`src/rtl/demux1_2_buf.sv`:
```
// 1:2 steering demux with a 2-entry FIFO per output; one-cycle registered latency, no bypass.
// Backpressure: in_ready = en & ~full[in_sel], from registered state only; full target stalls input (head-of-line).
module demux1_2_buf #(
  parameter int WIDTH = 16,
  parameter int CNTW  = 8
) (
  input  logic             clk,
  input  logic             rst,
  input  logic             en,
  input  logic [WIDTH-1:0] in_data,
  input  logic             in_sel,
  input  logic             in_valid,
  output logic             in_ready,
  output logic [WIDTH-1:0] a_data,
  output logic             a_valid,
  input  logic             a_ready,
  output logic [WIDTH-1:0] b_data,
  output logic             b_valid,
  input  logic             b_ready,
  output logic [CNTW-1:0]  cnt_a,
  output logic [CNTW-1:0]  cnt_b
);

  typedef enum logic [1:0] {
    EMPTY = 2'd0,
    ONE   = 2'd1,
    FULL  = 2'd2
  } occ_e;

  occ_e             state_q [2];
  logic [WIDTH-1:0] mem_q   [2][2];
  logic             wptr_q  [2];
  logic             rptr_q  [2];
  logic [CNTW-1:0]  cnt_q   [2];

  logic [1:0] full;
  logic [1:0] vld;
  logic [1:0] rdy;
  logic [1:0] push;
  logic [1:0] pop;
  logic       accept;

  always_comb begin
    for (int c = 0; c < 2; c++) begin
      full[c] = (state_q[c] == FULL);
      vld[c]  = (state_q[c] != EMPTY);
    end
  end

  assign rdy      = {b_ready, a_ready};
  assign in_ready = en & ~full[in_sel];
  assign accept   = in_valid & in_ready;
  assign push     = {accept & in_sel, accept & ~in_sel};
  assign pop      = vld & rdy;

  // Reset wins over any same-cycle push/pop: in-flight words are dropped and storage zeroed.
  always_ff @(posedge clk) begin
    if (rst) begin
      for (int c = 0; c < 2; c++) begin
        state_q[c]   <= EMPTY;
        wptr_q[c]    <= 1'b0;
        rptr_q[c]    <= 1'b0;
        cnt_q[c]     <= '0;
        mem_q[c][0]  <= '0;
        mem_q[c][1]  <= '0;
      end
    end else begin
      for (int c = 0; c < 2; c++) begin
        if (push[c]) begin
          mem_q[c][wptr_q[c]] <= in_data;
          wptr_q[c]           <= ~wptr_q[c];
          cnt_q[c]            <= cnt_q[c] + 1'b1;
        end
        if (pop[c]) begin
          rptr_q[c] <= ~rptr_q[c];
        end
        case (state_q[c])
          EMPTY: if (push[c]) state_q[c] <= ONE;
          ONE: begin
            if (push[c] && !pop[c])      state_q[c] <= FULL;
            else if (!push[c] && pop[c]) state_q[c] <= EMPTY;
          end
          FULL:    if (pop[c]) state_q[c] <= ONE;
          default: state_q[c] <= EMPTY;
        endcase
      end
    end
  end

  assign a_valid = vld[0];
  assign b_valid = vld[1];
  assign a_data  = mem_q[0][rptr_q[0]];
  assign b_data  = mem_q[1][rptr_q[1]];
  assign cnt_a   = cnt_q[0];
  assign cnt_b   = cnt_q[1];

endmodule
```
`config.mk`:
```
export PLATFORM = sky130hd
export DESIGN_NAME = demux1_2_buf
export DESIGN_NICKNAME = d
export VERILOG_FILES = /design/src/rtl/demux1_2_buf.sv
export SDC_FILE = /design/constraint.sdc
export NUM_CORES = 1
export LEC_CHECK = 0
export ABC_AREA = 1
export CAP_MARGIN = 20
export CORE_MARGIN = 2
export CORE_UTILIZATION = 45
export CTS_CLUSTER_SIZE = 30
export DETAILED_ROUTE_END_ITERATION = 16
export PLACE_DENSITY_LB_ADDON = 0.1
export SLEW_MARGIN = 30
export SYNTH_ARGS = -nofsm -noshare
export SYNTH_HDL_FRONTEND = slang
export SYNTH_SLANG_ARGS = --single-unit
```
`constraint.sdc`:
```
create_clock -name clk -period 2.25 [get_ports clk]
set_input_delay 0.3375 -clock clk [delete_from_list [all_inputs] [get_ports clk]]
set_output_delay 0.3375 -clock clk [all_outputs]
set_load 0.005 [all_outputs]
```
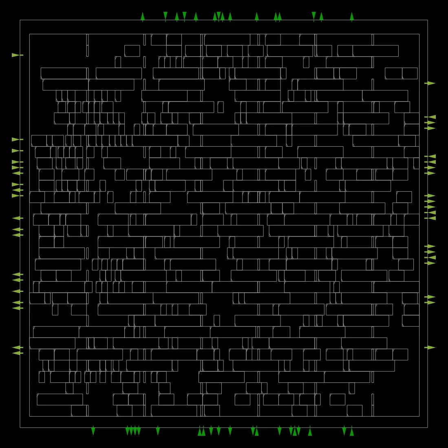
placed.png
Filler cells: 743
proportion of cell area occupied by registers: 50.7%

==> Table 3: Implementation characteristics <==
Summary of implementation characteristics

Parameter                              Value

Clock tree
  Count of H-tree levels built during CTS .................. 3
  Number of CTS-inserted buffers .................. 9

Worst hold path
  Worst Hold End .................. rptr_q[0][1]$_SDFFCE_PN0P_

Synth
  Library cell occupying the most area in the post-synthesis netlist .................. sky130_fd_sc_hd__edfxtp_1
  Post-synthesis average cell area .................. 11.8 um2
  Post-Synth Adder-Cell Area .................. 0.621%
  Yosys cell count .................. 341
  Synth Flop Type .................. sky130_fd_sc_hd__edfxtp_1

Layout
  Most common logic cell in the routed design .................. sky130_fd_sc_hd__nor2_1
  Most flops, register .................. mem_q
  Total Nets Final .................. 452
  Number of ordinary and repair buffers in the finished layout .................. 85
  Count of non-CTS inverters in the layout .................. 39
  FF+latch area .................. 2640 um2

Global routing
  Layer with the highest usage .................. met2
  Antenna violations before repair .................. 0

Run
  Count of max-cap constraint violations .................. 0

Pwr
  Sequential-cell power consumption .................. 1.93 mW

Setup path
  Buf+Inv Stages, Crit Path .................. 2
  Largest fanout on the critical path .................. 16
  Worst R2R Path Depth .................. 8

Run status
  Result of the run .................. completed

Floorplan
  Core region area .................. 8720 um2
  Well-tap cell count .................. 108
  Site Rows .................. 34

Timing
  Minimum clock period after layout .................. 2.15 ns
  Maximum clock frequency .................. 466 MHz
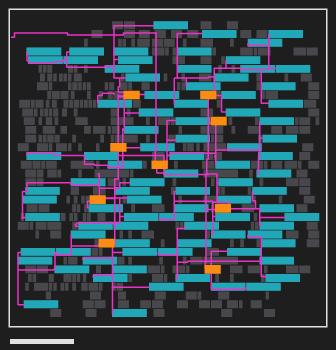
clock_wires.png
The bar under the picture is 20 um long.
clock-net drivers -> orange  # count 9
clock wires -> magenta  # length 1040 um
flip-flops -> cyan  # count 88
routed clock nets = 10
flops lie = spread over the die

Power and IR drop assume default switching activity.
